==> run_1/m3.png <==
The bar under the picture is 50 µm long.
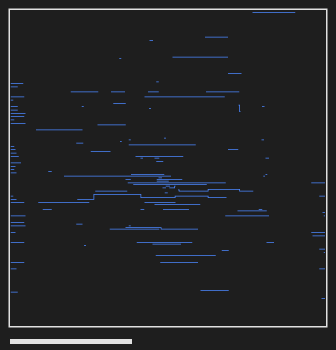
==> run_1/m1.png <==
Cells faint in the background.
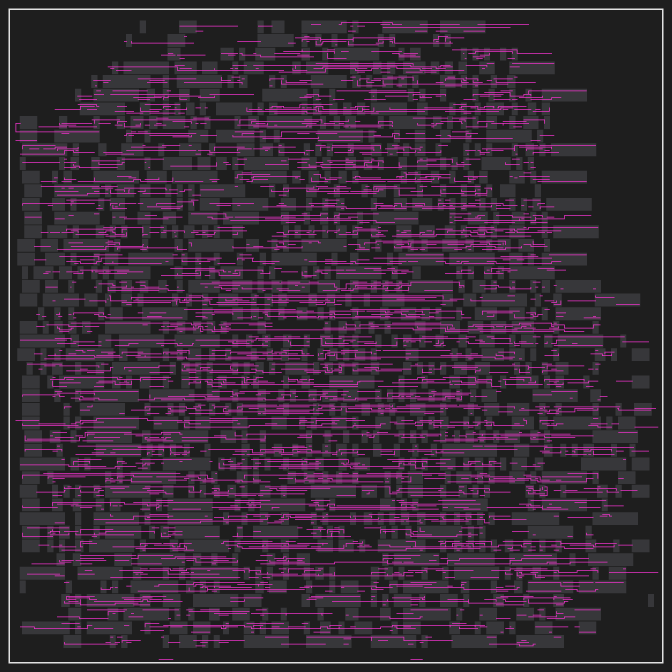
==> run_1/clock_nets.png <==
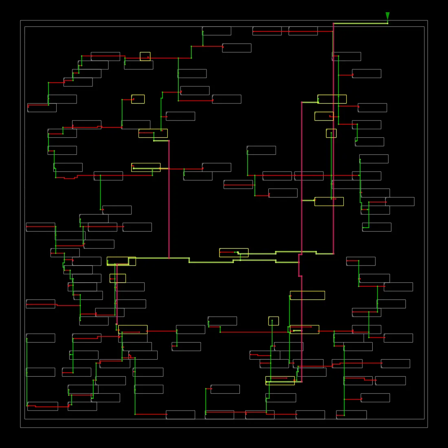
--- src/rtl/lcd_seq_pkg.sv ---
// Shared definitions for the LCD reset sequencer: FSM encoding,
// Avalon register addresses and register bit positions.
package lcd_seq_pkg;

   typedef enum logic [1:0] {
      ST_IDLE    = 2'd0,
      ST_ASSERT  = 2'd1,
      ST_RECOVER = 2'd2,
      ST_READY   = 2'd3
   } state_t;

   localparam logic [1:0] ADDR_CTRL    = 2'd0;
   localparam logic [1:0] ADDR_STATUS  = 2'd1;
   localparam logic [1:0] ADDR_ASSERT  = 2'd2;
   localparam logic [1:0] ADDR_RECOVER = 2'd3;

   // CONTROL register bits
   localparam int CTRL_START  = 0;
   localparam int CTRL_ABORT  = 1;
   localparam int CTRL_IRQ_EN = 2;

   // STATUS register bits
   localparam int STAT_BUSY  = 0;
   localparam int STAT_READY = 1;
   localparam int STAT_DONE  = 2;

endpackage

--- src/rtl/lcd_seq_timer.sv ---
// Loadable down-counter used to time the reset and recovery phases.
// Load wins over enable; the count parks at zero rather than wrapping.
module lcd_seq_timer #(
   parameter int CNT_W = 24
) (
   input  logic             i_clk,
   input  logic             i_rst_n,
   input  logic             i_load,
   input  logic [CNT_W-1:0] i_load_val,
   input  logic             i_en,
   output logic             o_zero
);

   logic [CNT_W-1:0] r_count;

   // Count register: load a new interval or step down towards zero.
   always_ff @(posedge i_clk or negedge i_rst_n) begin
      if (!i_rst_n) begin
         r_count <= '0;
      end else if (i_load) begin
         r_count <= i_load_val;
      end else if (i_en && (r_count != '0)) begin
         r_count <= r_count - CNT_W'(1);
      end
   end

   assign o_zero = (r_count == '0);

endmodule

--- src/rtl/lcd_reset_sequencer.sv ---
// Avalon-MM slave that drives the LCD panel reset pin with a timed
// power-up pulse, then waits a recovery interval before flagging ready.
module lcd_reset_sequencer #(
   parameter int CNT_W       = 24,
   parameter int DEF_ASSERT  = 50000,
   parameter int DEF_RECOVER = 6000000,
   parameter int AUTO_START  = 1
) (
   input  logic        clk,
   input  logic        reset_n,
   input  logic [1:0]  address,
   input  logic        chipselect,
   input  logic        write_n,
   input  logic        read_n,
   input  logic [31:0] writedata,
   output logic [31:0] readdata,
   output logic        irq,
   output logic        lcd_rst_n_out,
   output logic        lcd_ready
);

   import lcd_seq_pkg::*;

   // A programmed count of N means N cycles; 0 is treated as 1.
   function automatic logic [CNT_W-1:0] load_value(input logic [CNT_W-1:0] cycles);
      return (cycles == '0) ? '0 : cycles - CNT_W'(1);
   endfunction

   state_t           r_state;
   state_t           w_state_nxt;
   logic [CNT_W-1:0] r_assert_cyc;
   logic [CNT_W-1:0] r_recover_cyc;
   logic             r_irq_en;
   logic             r_start_pending;
   logic             r_done;
   logic             r_lcd_rst_n;
   logic             r_lcd_ready;
   logic [31:0]      r_readdata;

   logic             w_wr;
   logic             w_rd;
   logic             w_start;
   logic             w_abort;
   logic             w_done_clr;
   logic             w_busy;
   logic             w_load;
   logic [CNT_W-1:0] w_load_val;
   logic             w_set_done;
   logic             w_clr_pending;
   logic             w_tmr_zero;
   logic [31:0]      w_rdata;
   logic             w_unused_wdata;

   assign w_wr       = chipselect && !write_n;
   assign w_rd       = chipselect && !read_n;
   assign w_start    = w_wr && (address == ADDR_CTRL) && writedata[CTRL_START];
   assign w_abort    = w_wr && (address == ADDR_CTRL) && writedata[CTRL_ABORT];
   assign w_done_clr = w_wr && (address == ADDR_STATUS) && writedata[STAT_DONE];
   assign w_busy     = (r_state == ST_ASSERT) || (r_state == ST_RECOVER);

   // Upper write-data bits are ignored by every register.
   assign w_unused_wdata = ^writedata;

   lcd_seq_timer #(
      .CNT_W (CNT_W)
   ) u_timer (
      .i_clk      (clk),
      .i_rst_n    (reset_n),
      .i_load     (w_load),
      .i_load_val (w_load_val),
      .i_en       (w_busy),
      .o_zero     (w_tmr_zero)
   );

   // State register.
   always_ff @(posedge clk or negedge reset_n) begin
      if (!reset_n) begin
         r_state <= ST_IDLE;
      end else begin
         r_state <= w_state_nxt;
      end
   end

   // Next-state logic and timer loads; ABORT overrides everything.
   always_comb begin
      w_state_nxt   = r_state;
      w_load        = 1'b0;
      w_load_val    = '0;
      w_set_done    = 1'b0;
      w_clr_pending = 1'b0;
      if (w_abort) begin
         w_state_nxt = ST_IDLE;
      end else begin
         case (r_state)
            ST_IDLE: begin
               if (w_start || r_start_pending) begin
                  w_load        = 1'b1;
                  w_load_val    = load_value(r_assert_cyc);
                  w_clr_pending = 1'b1;
                  w_state_nxt   = ST_ASSERT;
               end
            end
            ST_ASSERT: begin
               if (w_tmr_zero) begin
                  w_load      = 1'b1;
                  w_load_val  = load_value(r_recover_cyc);
                  w_state_nxt = ST_RECOVER;
               end
            end
            ST_RECOVER: begin
               if (w_tmr_zero) begin
                  w_set_done  = 1'b1;
                  w_state_nxt = ST_READY;
               end
            end
            ST_READY: begin
               if (w_start) begin
                  w_load      = 1'b1;
                  w_load_val  = load_value(r_assert_cyc);
                  w_state_nxt = ST_ASSERT;
               end
            end
            default: w_state_nxt = ST_IDLE;
         endcase
      end
   end

   // Software-visible registers, done flag and the auto-start request.
   always_ff @(posedge clk or negedge reset_n) begin
      if (!reset_n) begin
         r_assert_cyc    <= CNT_W'(DEF_ASSERT);
         r_recover_cyc   <= CNT_W'(DEF_RECOVER);
         r_irq_en        <= 1'b0;
         r_start_pending <= (AUTO_START != 0);
         r_done          <= 1'b0;
      end else begin
         if (w_wr && (address == ADDR_CTRL)) begin
            r_irq_en <= writedata[CTRL_IRQ_EN];
         end
         if (w_wr && (address == ADDR_ASSERT)) begin
            r_assert_cyc <= writedata[CNT_W-1:0];
         end
         if (w_wr && (address == ADDR_RECOVER)) begin
            r_recover_cyc <= writedata[CNT_W-1:0];
         end
         if (w_clr_pending) begin
            r_start_pending <= 1'b0;
         end
         // A completion in the same cycle as a clear-write keeps done set.
         if (w_set_done) begin
            r_done <= 1'b1;
         end else if (w_done_clr) begin
            r_done <= 1'b0;
         end
      end
   end

   // Pin outputs follow the next state so they are registered and glitch-free.
   always_ff @(posedge clk or negedge reset_n) begin
      if (!reset_n) begin
         r_lcd_rst_n <= 1'b0;
         r_lcd_ready <= 1'b0;
      end else begin
         r_lcd_rst_n <= (w_state_nxt == ST_RECOVER) || (w_state_nxt == ST_READY);
         r_lcd_ready <= (w_state_nxt == ST_READY);
      end
   end

   // Read-data mux; unused bits read zero.
   always_comb begin
      w_rdata = '0;
      case (address)
         ADDR_CTRL: begin
            w_rdata[CTRL_IRQ_EN] = r_irq_en;
         end
         ADDR_STATUS: begin
            w_rdata[STAT_BUSY]  = w_busy;
            w_rdata[STAT_READY] = r_lcd_ready;
            w_rdata[STAT_DONE]  = r_done;
         end
         ADDR_ASSERT:  w_rdata = 32'(r_assert_cyc);
         ADDR_RECOVER: w_rdata = 32'(r_recover_cyc);
         default:      w_rdata = '0;
      endcase
   end

   // Registered read data, held between reads.
   always_ff @(posedge clk or negedge reset_n) begin
      if (!reset_n) begin
         r_readdata <= '0;
      end else if (w_rd) begin
         r_readdata <= w_rdata;
      end
   end

   assign readdata      = r_readdata;
   assign irq           = r_done && r_irq_en;
   assign lcd_rst_n_out = r_lcd_rst_n;
   assign lcd_ready     = r_lcd_ready;

endmodule

--- config.mk ---
export PLATFORM = sky130hd
export DESIGN_NAME = lcd_reset_sequencer
export DESIGN_NICKNAME = d
export VERILOG_FILES = /design/src/rtl/lcd_seq_pkg.sv /design/src/rtl/lcd_seq_timer.sv /design/src/rtl/lcd_reset_sequencer.sv
export SDC_FILE = /design/constraint.sdc
export NUM_CORES = 1
export LEC_CHECK = 0
export ABC_AREA = 1
export CAP_MARGIN = 5
export CELL_PAD_IN_SITES_DETAIL_PLACEMENT = 1
export CELL_PAD_IN_SITES_GLOBAL_PLACEMENT = 1
export CORE_UTILIZATION = 42
export CTS_CLUSTER_DIAMETER = 200
export DETAILED_ROUTE_END_ITERATION = 6
export PLACE_DENSITY = 0.85
export SLEW_MARGIN = 10
export SYNTH_ARGS = -nofsm -noshare
export SYNTH_HDL_FRONTEND = slang
export SYNTH_SLANG_ARGS = --single-unit
--- constraint.sdc ---
create_clock -name clk -period 2.33 [get_ports clk]
set_input_delay 0.5825 -clock clk [delete_from_list [all_inputs] [get_ports clk]]
set_output_delay 0.5825 -clock clk [all_outputs]
set_load 0.01 [all_outputs]
==> flow_metrics.tcl, run 1 <==
# flow metrics
set metrics [dict create \
    crit_arrival_ps 2510 \
    dpl_cell_area_um2 7870 \
    hold_buffers 0 \
    cpMostUsedCell "nand2_1" \
    die_x_um 130 \
    crit_path_start_kind "flop" \
    hold_viol 0 \
    tns_ps 0 \
    grt_max_degree 51 \
    yosys_area_um2 6860 \
    cts_tree "done" \
    holdWs_ps 125 \
    coreArea_um2 15900 \
    mux_share_pct 0 \
    ys_seq_share_pct 37.9 \
    cts_setup_buffers 0 \
    worst_setup_path_end_kind "flop" \
    path_clk_slew_ps 80 \
    ant_nets 0 \
    cap_viol_max_count 0 \
    tool_warnings 40 \
    yosysUniqueCellTypes 49 \
    grt_pass1_vias 6979 \
    ys_cells 964 \
    antenna_cells 0 \
    drtPass1Iterations 5 \
    via_per_inst 5.36 \
    critPathLaunch "r_assert_cyc[0]" \
    fin_skew_ps 14.6 \
    row_count 46 \
    synthAdderAreaFrac_pct 1.82 \
    finalCritPeriodShare_pct 94.7 \
    numPortBuffers 57 \
    routabilityCongestion 0.948 \
    max_stage_delay_ps 420 \
    status "finished, final reports clean" \
    logic_family "simple AND/OR/NAND/NOR gates" \
    reg2reg_depth 12 \
    use_met2_pct 47.9 \
    wl_met3_um 852 \
    dieArea_um2 16900 \
    max_freq_mhz 453 \
    aoi_share_pct 10.8 \
    setup_viol 0 \
    ys_sh_xor_pct 4.98 \
]
Back to the opening pictures, m3.png:
The layer carries 853 µm of wire. The layer holds 3.9% of the routed length. 84 nets have wire on it. The wires run mostly horizontal.
met3 Use GR: 2.83%
drt total wl: 21900 µm
via count: 6744

Back to the opening pictures, m1.png:
The layer carries 9760 µm of wire. The layer holds 45% of the routed length. The longest straight run is 46.5 µm.
met1 Usage GRT: 36.4%

Back to the opening pictures, clock_nets.png:
TritonCTS Buffers: 9
Clock Sinks: 103

run 1: critical path, delay by kind of cell, from the launching register on:
kind	cells	cell delay, ps
and+or+nand+nor	10	1180
buffers and inverters	1	190
adders and majority gates	1	350
DFF	1	420
run 1: layout make-up:
class                   instances  area [µm²]  area share, %
clock buffers                  10         239           2.91
clock inverters                 6        83.8           1.02
inverters                     104         393           4.79
multi-input cells             730        3710           45.3
flip-flops and latches        103        2600           31.7
well taps                     216         270           3.29
repair buffers                 89         908           11.1
run 1: registers in the layout, indices dropped and copies added (netlist names):
| signal | flops |
|---|---|
| r_start_pending | 1 |
| r_done | 1 |
| r_state | 2 |
| u_timer.r_count | 24 |
| r_assert_cyc | 24 |
| lcd_ready | 1 |
| lcd_rst_n_out | 1 |
| r_recover_cyc | 24 |
| r_irq_en | 1 |
| readdata | 24 |
run 1: synthesized netlist by cell type, types with 2 or more instances:
cell	count
nand2_4	5
dfrtp_1	86
nand2_1	283
nand3_2	2
or2_1	2
a21oi_1	4
nor3_1	6
nor2_2	11
clkbuf_1	14
o211ai_1	5
buf_4	9
inv_2	4
nand3b_1	3
o22ai_2	6
buf_1	2
o21ai_2	2
ha_1	10
nand2_2	7
nor2_1	134
inv_1	99
xor2_1	20
nor2_8	2
o21ai_1	8
dfstp_2	17
nand3_1	71
o21ai_0	65
xnor2_1	19
o22ai_1	2
nor2_4	6
a21oi_4	2
a31oi_1	21
buf_6	5
buf_2	4
nand4_1	13
run 1: report_power, final:
part / switching, mW / leakage [nW] / total (mW) / internal [mW]
Clock: 0.768 / 0.158 / 1.66 / 0.890
Sequential: 0.573 / 1.25 / 2.84 / 2.27
Combinational: 2.15 / 2.43 / 3.50 / 1.35
Total: 3.49 / 3.83 / 8.00 / 4.51
## Run 2: what changed since run 1
RECOVER_POWER = 50   (was not set)
==> run 2 against run 1 <==
Compared with the run above: clock power is essentially flat; the flow now finishes with violations (capacitance limit, slew limit); maximum frequency is essentially flat; hold slack better by 360 ps; critical endpoint unchanged.
==> flow_metrics.tcl, run 2 <==
# flow metrics
set metrics [dict create \
    seq_area_um2 2600 \
    yosysUniqueCellTypes 49 \
    tns_ps 0 \
    area.combinational_um2 3710 \
    cap_viol_max_count 1 \
    dieArea_um2 16900 \
    cts_tree "done" \
    violations "capacitance limit, slew limit" \
    status "complete, but fails checks" \
    tap_cells 216 \
    dominant-cell-class "multi-input combinational cells" \
    p_clk_share_pct 20.8 \
    signal_buffers 89 \
    path_clk_slew_ps 70 \
    via_per_inst 5.37 \
    grt_pass1_vias 6979 \
    crit_arrival_ps 2520 \
    crit_path_start_kind "flop" \
    cts_buffers 9 \
    tool_warnings 40 \
    maxSlewViolCount 28 \
    ant_nets 0 \
    setup_viol 0 \
    intPower_mw 4.50 \
    cts_setup_buffers 0 \
    finalCritPeriodShare_pct 94.7 \
    bufAreaShareNonClock_pct 10.9 \
    yosys_area_um2 6860 \
    cpMostUsedCell "nand2_1" \
]
==> run 2: netlist changes by cell type in the layout (fill, tap and decap cells not counted), sizes merged <==
| cell | previous run | this run |
|---|---|---|
| buf | 33 | 30 |
| clkdlybuf4s50 | 56 | 50 |
| clkbuf | 10 | 13 |
| dlygate4sd3 | 0 | 6 |
==> run 2: cell families after synthesis <==
logic type | after synthesis | share of synthesized area, %
AOI/OAI and AO/OA | 120 | 10.8
xor gates and xnor gates | 39 | 4.98
adders and majority gates | 10 | 1.82
buffers and inverters | 138 | 8.69
DFF | 103 | 37.9
other | 1 | 0.0546
and+or+nand+nor | 553 | 35.8
==> run 2: layer usage <==
| layer | vias to the layer above | track usage [%] | routed length, µm |
|---|---|---|---|
| met5 | - | 0 | 0 |
| met4 | 0 | 10.1 | 562 |
| met3 | 40 | 2.83 | 840 |
| met2 | 151 | 47.9 | 10700 |
| met1 | 3358 | 36.4 | 9770 |
| li1 | 3202 | - | - |
==> run 2: worst paths after layout <==
check,endpoint
min in group asynchronous,readdata[16]
worst max register to register,u_timer.r_count[20]
worst min-delay path,u_timer.r_count[1]
worst max-delay path,u_timer.r_count[20]
max in group asynchronous,r_recover_cyc[3]
worst min register to register,u_timer.r_count[1]
==> run 2: per-stage QoR <==
stage	cell area (µm²)	instances	hold WS, ps	setup WS (ps)	util [%]
6_report	8190	1258	488	123	51.4
5_1_grt	8190	1258	527	16.7	51.4
3_5_place_dp	7870	1242	469	-45.6	49.4
3_3_place_gp	7870	1242	466	6.57	49.4
4_1_cts	8200	1258	128	169	51.4
2_1_floorplan	6890	971	287	594	-
==> run 2: worst register-to-register path, delay by kind of cell, from the launching register on <==
family                     cells  cell delay (ps)
and+or+nand+nor               10             1190
DFF                            1              420
adders and majority gates      1              350
buffers and inverters          1              190
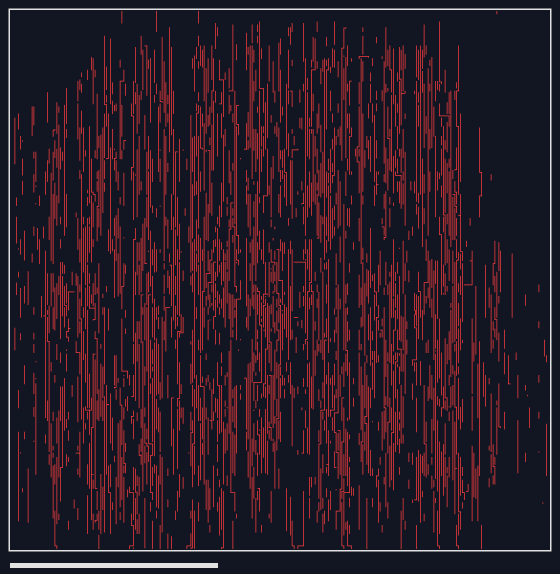
(run_2/m2.png)
The bar under the picture is 50 µm long.
The layer holds 49% of the routed length. The layer carries 10700 µm of wire. The longest straight run is 49.3 µm. 949 nets have wire on it. The wires run mostly vertical.
via count: 6751
met2 Use GR: 47.9%

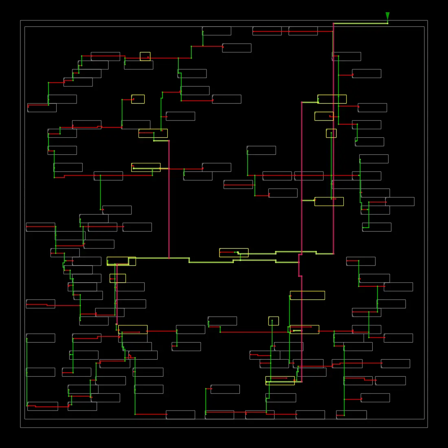
(run_2/clock_nets.png)
seq_cells: 103
Clk Latency, worst-skew pair: 370 ps
P_clk: 1.66 mW
Clock Skew: 14.6 ps
# clk buffers: 10

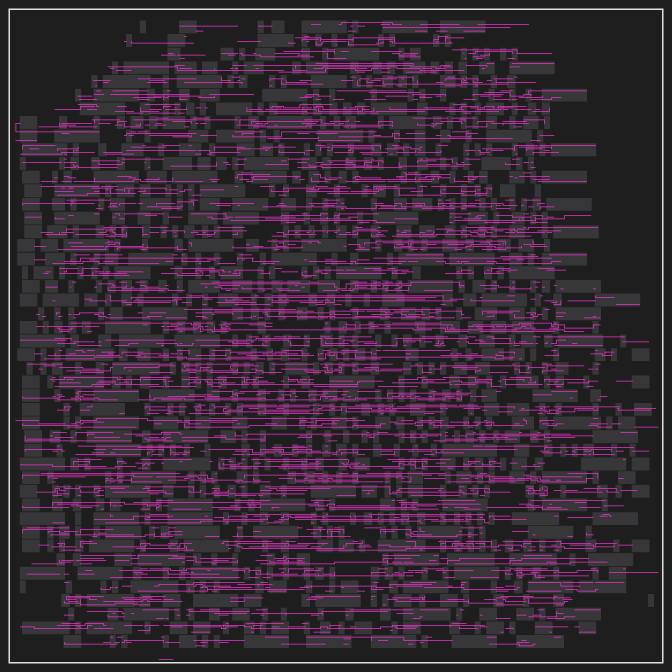
(run_2/m1.png)
Cells faint in the background.
972 nets have wire on it. The longest straight run is 46.5 µm. The layer carries 9770 µm of wire. The layer holds 45% of the routed length. The wires run mostly horizontal.

Power and IR drop assume default switching activity.
